--- config.mk ---
export PLATFORM = sky130hd
export DESIGN_NAME = video_timing_detector_flat
export DESIGN_NICKNAME = d
export VERILOG_FILES = /design/src/rtl/video_timing_pkg.sv /design/src/rtl/video_timing_detector_if.sv /design/src/rtl/timing_edge_capture.sv /design/src/rtl/video_timing_detector.sv /design/src/flat_wrapper.sv
export SDC_FILE = /design/constraint.sdc
export NUM_CORES = 1
export LEC_CHECK = 0
export ABC_AREA = 1
export CAP_MARGIN = 10
export CORE_ASPECT_RATIO = 0.8
export CORE_MARGIN = 2
export CORE_UTILIZATION = 39
export DETAILED_ROUTE_END_ITERATION = 8
export PLACE_DENSITY_LB_ADDON = 0.1
export SLEW_MARGIN = 40
export SYNTH_ARGS = -nofsm -noshare
export SYNTH_HDL_FRONTEND = slang
export SYNTH_HIERARCHICAL = 1
export SYNTH_SLANG_ARGS = --single-unit
--- constraint.sdc ---
create_clock -name clk -period 5.4 [get_ports clk]
set_input_delay 1.08 -clock clk [delete_from_list [all_inputs] [get_ports clk]]
set_output_delay 1.08 -clock clk [all_outputs]
set_load 0.02 [all_outputs]
--- src/rtl/video_timing_pkg.sv ---
// Shared state encoding, line-record layout and event-flag indices for the video timing detector.
package video_timing_pkg;

    typedef enum logic [1:0] {
        SEARCH  = 2'd0,
        MEASURE = 2'd1,
        VERIFY  = 2'd2,
        LOCKED  = 2'd3
    } state_t;

    // Line record: four positions packed as [REC_FIELDS-1:0][c-1:0]
    localparam int unsigned REC_FIELDS  = 4;
    localparam logic [1:0]  REC_S_BLANK = 2'd0;
    localparam logic [1:0]  REC_S_SYNC  = 2'd1;
    localparam logic [1:0]  REC_R_SYNC  = 2'd2;
    localparam logic [1:0]  REC_R_BLANK = 2'd3;

    localparam int unsigned EV_COUNT       = 4;
    localparam logic [1:0]  EV_LINE_START  = 2'd0;
    localparam logic [1:0]  EV_OVERFLOW    = 2'd1;
    localparam logic [1:0]  EV_WELL_FORMED = 2'd2;
    localparam logic [1:0]  EV_MATCH       = 2'd3;

    // Saturating edge counter: 0, 1, 2 and "many"
    localparam int unsigned EDGE_CNT_W = 2;

endpackage

--- src/rtl/video_timing_detector_if.sv ---
// Blank/sync stream in, measured timing and status out; master is the video source side.
interface video_timing_detector_if #(
    parameter int unsigned c = 8
);
    logic         blank;
    logic         sync;
    logic [c-1:0] s_blank;
    logic [c-1:0] s_sync;
    logic [c-1:0] r_sync;
    logic [c-1:0] r_blank;
    logic         locked;
    logic         line_valid;
    logic         err;

    modport master (
        output blank, sync,
        input  s_blank, s_sync, r_sync, r_blank, locked, line_valid, err
    );

    modport slave (
        input  blank, sync,
        output s_blank, s_sync, r_sync, r_blank, locked, line_valid, err
    );
endinterface

--- src/rtl/timing_edge_capture.sv ---
// Edge history for one input level: rise/fall strobes, first-edge positions and edge counts per line.
module timing_edge_capture
    import video_timing_pkg::*;
#(
    parameter int unsigned c = 8
) (
    input  logic                  clk,
    input  logic                  rst,
    input  logic                  level,
    input  logic                  line_start,
    input  logic [c-1:0]          pos,
    output logic                  rise_c,
    output logic                  fall_c,
    output logic [c-1:0]          rise_pos,
    output logic [c-1:0]          fall_pos,
    output logic [EDGE_CNT_W-1:0] rise_cnt,
    output logic [EDGE_CNT_W-1:0] fall_cnt
);
    logic hist;

    assign rise_c = level & ~hist;
    assign fall_c = ~level & hist;

    // Edges on the line-start sample belong to the new line
    always_ff @(posedge clk) begin
        if (!rst) begin
            hist     <= 1'b0;
            rise_pos <= '0;
            fall_pos <= '0;
            rise_cnt <= '0;
            fall_cnt <= '0;
        end else begin
            hist <= level;
            if (line_start) begin
                rise_cnt <= EDGE_CNT_W'(rise_c);
                fall_cnt <= EDGE_CNT_W'(fall_c);
                rise_pos <= rise_c ? pos : '0;
                fall_pos <= fall_c ? pos : '0;
            end else begin
                if (rise_c) begin
                    if (rise_cnt == '0) rise_pos <= pos;
                    if (rise_cnt != '1) rise_cnt <= rise_cnt + EDGE_CNT_W'(1);
                end
                if (fall_c) begin
                    if (fall_cnt == '0) fall_pos <= pos;
                    if (fall_cnt != '1) fall_cnt <= fall_cnt + EDGE_CNT_W'(1);
                end
            end
        end
    end

endmodule

--- src/rtl/video_timing_detector.sv ---
// Measures blank/sync horizontal timing and locks once consecutive lines agree exactly.
// Define VIDEO_TIMING_DETECT_SYNC_EN to put a two-flop synchronizer on blank and sync.
module video_timing_detector
    import video_timing_pkg::*;
#(
    parameter int unsigned c = 8
) (
    input logic                    clk,
    input logic                    rst,
    video_timing_detector_if.slave vid
);
    logic blank_in;
    logic sync_in;

`ifdef VIDEO_TIMING_DETECT_SYNC_EN
    logic [1:0] blank_meta;
    logic [1:0] sync_meta;

    always_ff @(posedge clk) begin
        if (!rst) begin
            blank_meta <= '0;
            sync_meta  <= '0;
        end else begin
            blank_meta <= {blank_meta[0], vid.blank};
            sync_meta  <= {sync_meta[0], vid.sync};
        end
    end

    assign blank_in = blank_meta[1];
    assign sync_in  = sync_meta[1];
`else
    assign blank_in = vid.blank;
    assign sync_in  = vid.sync;
`endif

    state_t                       state_q, state_d;
    logic [c-1:0]                 pos_q, pos_cur;
    logic                         line_start_c, overflow_c, well_formed_c, match_c;
    logic                         shape_bad_q;
    logic [EV_COUNT-1:0]          ev;
    logic [REC_FIELDS-1:0][c-1:0] cur_rec, ref_rec, out_rec;
    logic                         locked_q, locked_d;
    logic                         line_valid_q, line_valid_d;
    logic                         err_q, err_d;
    logic                         ref_load, out_load;

    logic [c-1:0]          b_rise_pos, s_rise_pos, s_fall_pos, unused_b_fall_pos;
    logic [EDGE_CNT_W-1:0] b_rise_cnt, s_rise_cnt, s_fall_cnt, unused_b_fall_cnt;
    logic                  s_rise_c, unused_b_rise, unused_s_fall;

    // The blank falling edge is the line start
    timing_edge_capture #(.c(c)) u_blank_edge (
        .clk        (clk),
        .rst        (rst),
        .level      (blank_in),
        .line_start (line_start_c),
        .pos        (pos_cur),
        .rise_c     (unused_b_rise),
        .fall_c     (line_start_c),
        .rise_pos   (b_rise_pos),
        .fall_pos   (unused_b_fall_pos),
        .rise_cnt   (b_rise_cnt),
        .fall_cnt   (unused_b_fall_cnt)
    );

    timing_edge_capture #(.c(c)) u_sync_edge (
        .clk        (clk),
        .rst        (rst),
        .level      (sync_in),
        .line_start (line_start_c),
        .pos        (pos_cur),
        .rise_c     (s_rise_c),
        .fall_c     (unused_s_fall),
        .rise_pos   (s_rise_pos),
        .fall_pos   (s_fall_pos),
        .rise_cnt   (s_rise_cnt),
        .fall_cnt   (s_fall_cnt)
    );

    assign pos_cur    = line_start_c ? '0 : pos_q + c'(1);
    assign overflow_c = (state_q != SEARCH) && !line_start_c && (pos_q == '1);

    // pos_q is the position of the previous sample; it idles at 0 while searching
    always_ff @(posedge clk) begin
        if (!rst) begin
            pos_q <= '0;
        end else if (overflow_c || (state_q == SEARCH && !line_start_c)) begin
            pos_q <= '0;
        end else begin
            pos_q <= pos_cur;
        end
    end

    // Sync high at position 0, or a sync rise outside blanking, spoils the line
    always_ff @(posedge clk) begin
        if (!rst) begin
            shape_bad_q <= 1'b0;
        end else if (line_start_c) begin
            shape_bad_q <= sync_in;
        end else if (s_rise_c && !blank_in) begin
            shape_bad_q <= 1'b1;
        end
    end

    always_comb begin
        cur_rec              = '0;
        cur_rec[REC_S_BLANK] = b_rise_pos;
        cur_rec[REC_S_SYNC]  = s_rise_pos;
        cur_rec[REC_R_SYNC]  = s_fall_pos;
        cur_rec[REC_R_BLANK] = pos_q;
    end

    assign well_formed_c = (b_rise_cnt == EDGE_CNT_W'(1)) && (s_rise_cnt == EDGE_CNT_W'(1))
                        && (s_fall_cnt == EDGE_CNT_W'(1)) && !shape_bad_q
                        && (cur_rec[REC_S_BLANK] < cur_rec[REC_S_SYNC])
                        && (cur_rec[REC_S_SYNC] < cur_rec[REC_R_SYNC])
                        && (cur_rec[REC_R_SYNC] <= cur_rec[REC_R_BLANK]);
    assign match_c = (cur_rec == ref_rec);

    always_comb begin
        ev                 = '0;
        ev[EV_LINE_START]  = line_start_c;
        ev[EV_OVERFLOW]    = overflow_c;
        ev[EV_WELL_FORMED] = well_formed_c;
        ev[EV_MATCH]       = match_c;
    end

    always_ff @(posedge clk) begin
        if (!rst) state_q <= SEARCH;
        else      state_q <= state_d;
    end

    // Line-end decisions; overflow and line start never coincide
    always_comb begin
        state_d      = state_q;
        locked_d     = locked_q;
        line_valid_d = 1'b0;
        err_d        = 1'b0;
        ref_load     = 1'b0;
        out_load     = 1'b0;
        if (ev[EV_OVERFLOW]) begin
            state_d  = SEARCH;
            locked_d = 1'b0;
            err_d    = 1'b1;
        end else if (ev[EV_LINE_START]) begin
            case (state_q)
                SEARCH: state_d = MEASURE;
                MEASURE: begin
                    if (ev[EV_WELL_FORMED]) begin
                        ref_load = 1'b1;
                        state_d  = VERIFY;
                    end
                end
                VERIFY: begin
                    if (!ev[EV_WELL_FORMED]) begin
                        state_d = MEASURE;
                    end else if (ev[EV_MATCH]) begin
                        out_load     = 1'b1;
                        locked_d     = 1'b1;
                        line_valid_d = 1'b1;
                        state_d      = LOCKED;
                    end else begin
                        ref_load = 1'b1;
                    end
                end
                LOCKED: begin
                    if (!ev[EV_WELL_FORMED]) begin
                        locked_d = 1'b0;
                        err_d    = 1'b1;
                        state_d  = MEASURE;
                    end else if (ev[EV_MATCH]) begin
                        line_valid_d = 1'b1;
                    end else begin
                        locked_d = 1'b0;
                        err_d    = 1'b1;
                        ref_load = 1'b1;
                        state_d  = VERIFY;
                    end
                end
                default: state_d = SEARCH;
            endcase
        end
    end

    always_ff @(posedge clk) begin
        if (!rst) begin
            locked_q     <= 1'b0;
            line_valid_q <= 1'b0;
            err_q        <= 1'b0;
            ref_rec      <= '0;
            out_rec      <= '0;
        end else begin
            locked_q     <= locked_d;
            line_valid_q <= line_valid_d;
            err_q        <= err_d;
            if (ref_load) ref_rec <= cur_rec;
            if (out_load) out_rec <= cur_rec;
        end
    end

    assign vid.s_blank    = out_rec[REC_S_BLANK];
    assign vid.s_sync     = out_rec[REC_S_SYNC];
    assign vid.r_sync     = out_rec[REC_R_SYNC];
    assign vid.r_blank    = out_rec[REC_R_BLANK];
    assign vid.locked     = locked_q;
    assign vid.line_valid = line_valid_q;
    assign vid.err        = err_q;

endmodule

--- src/flat_wrapper.sv ---
// flat-port wrapper written by rule: the top's interface ports become plain ports
module video_timing_detector_flat import video_timing_pkg::*;
#(
    parameter int unsigned c = 8
)
  (clk, rst, vid_blank, vid_sync, vid_s_blank, vid_s_sync, vid_r_sync, vid_r_blank, vid_locked, vid_line_valid, vid_err);
  video_timing_detector_if #(.c(c)) vid_i ();
  input logic clk;
  input logic rst;
  input wire logic [$bits(vid_i.blank)-1:0] vid_blank;
  input wire logic [$bits(vid_i.sync)-1:0] vid_sync;
  output wire logic [$bits(vid_i.s_blank)-1:0] vid_s_blank;
  output wire logic [$bits(vid_i.s_sync)-1:0] vid_s_sync;
  output wire logic [$bits(vid_i.r_sync)-1:0] vid_r_sync;
  output wire logic [$bits(vid_i.r_blank)-1:0] vid_r_blank;
  output wire logic [$bits(vid_i.locked)-1:0] vid_locked;
  output wire logic [$bits(vid_i.line_valid)-1:0] vid_line_valid;
  output wire logic [$bits(vid_i.err)-1:0] vid_err;
  assign vid_i.blank = vid_blank;
  assign vid_i.sync = vid_sync;
  assign vid_s_blank = vid_i.s_blank;
  assign vid_s_sync = vid_i.s_sync;
  assign vid_r_sync = vid_i.r_sync;
  assign vid_r_blank = vid_i.r_blank;
  assign vid_locked = vid_i.locked;
  assign vid_line_valid = vid_i.line_valid;
  assign vid_err = vid_i.err;
  video_timing_detector #(.c(c)) u_core (.clk(clk), .rst(rst), .vid(vid_i));
endmodule
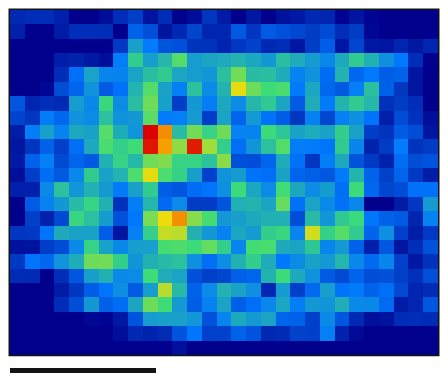
Figure 1: wire density map.
Scale bar: 50 µm. The die is cut into 29 by 24 equal tiles; dark blue is low, red is high, scaled to the fullest tile. Values are wire area over tile area, all layers added.
6.9% of the tiles are over half the peak. 14% of the tiles are nearly empty. The fullest tile reaches 0.64. The densest ninth of the die: middle. The mean over all tiles is 0.15.

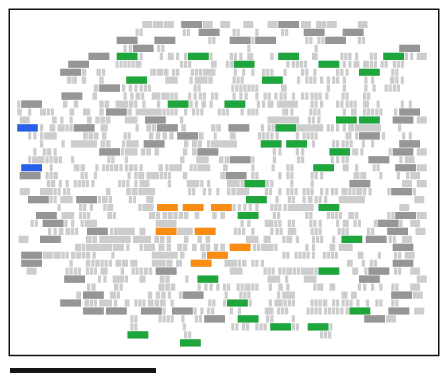
Figure 2: sequential cells coloured by netlist name.
Scale bar: 50 µm. Other sequential cells in the stronger grey, the rest of the logic in the fainter grey.
Blue shows u_core/u_blank_edge/rise_cnt, flops 2. Orange shows u_core/u_sync_edge/fall_pos, flops 8. Green shows u_core/ref_rec, flops 32.
Another 68 sequential cells are not coloured.

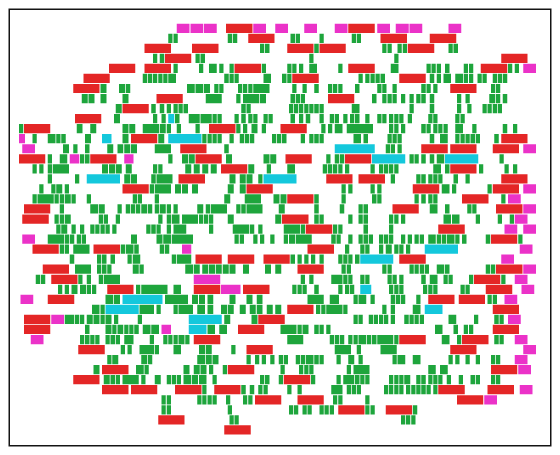
Figure 3: cells coloured by class.
Red shows sequential cells, cells 110, share of their area 32%. Cyan shows clock drivers and dummy loads, cells 16, share of their area 4.9%. Green shows combinational and other logic, cells 858, share of their area 57%. Magenta shows remaining buffers and delay cells, cells 44, share of their area 6.4%.
final instance area: 7140 µm²
final core utilization: 45.2%

==> impl_metrics.csv <==
group,metric,value,unit
final_timing,maxSlewViolCount,0,
cells_and_area,largest_class,"combinational gates",
cells_and_area,seq_share,30.8,%
critical_path,reg2reg_to,"u_core/vid.s_sync[4]",
cells_and_area,lay_top_count,"nand2_1",
final_timing,worst_slack,1.99,ns
cells_and_area,nFillCells,1678,
critical_path,cp.required,5.69,ns
cells_and_area,antenna_cells,0,
critical_path,rrSetupSlack,2.69,ns
placed_design,place_area,6810,µm²
final_timing,fmax,293,MHz
power,intPower,1.29,mW
critical_path,cp_max_fo,33,
placed_design,preCtsSetupSlack,1.60,ns
die,initCoreUtil,40.0,%
drt,first_iter_violations,458,
cells_and_area,fin_nets,1056,
cells_and_area,lay_top_cells,"311 x nand2_1, 197 x nor2_1, 110 x inv_1, 110 x dfxtp_1, 68 x nand3_1",
cells_and_area,n_all_buffers,44,
global_route,grt_use_met1,30.7,%
placed_design,port_buffers,38,
run,cap_violations,0,
hold_path,hp-class,"reg2reg",
power,swShare,25.1,%
power,seqPwrFrac,48.1,%
drt,ant_nets,0,
cells_and_area,final_cells,1243,
status,status,"finished, final reports clean",
die,die-area,17200,µm²
final_timing,finalSetupTns,0,ns
final_timing,hold_viol,0,
critical_path,cp_num_cells,11,
critical_path,reg2reg_depth,13,
global_route,grt-busiest-layer,"met1",
drt,routed_via_density,4.69,
clocking,post_cts_resized,0,
critical_path,critPathKind,"in2reg",
global_route,track_usage,19.8,%
final_timing,setup_viol,0,
drt,met1Wirelength,9110,µm
drt,met3_length,871,µm
Power figures rest on the tool's default switching activity, not on a simulated workload.
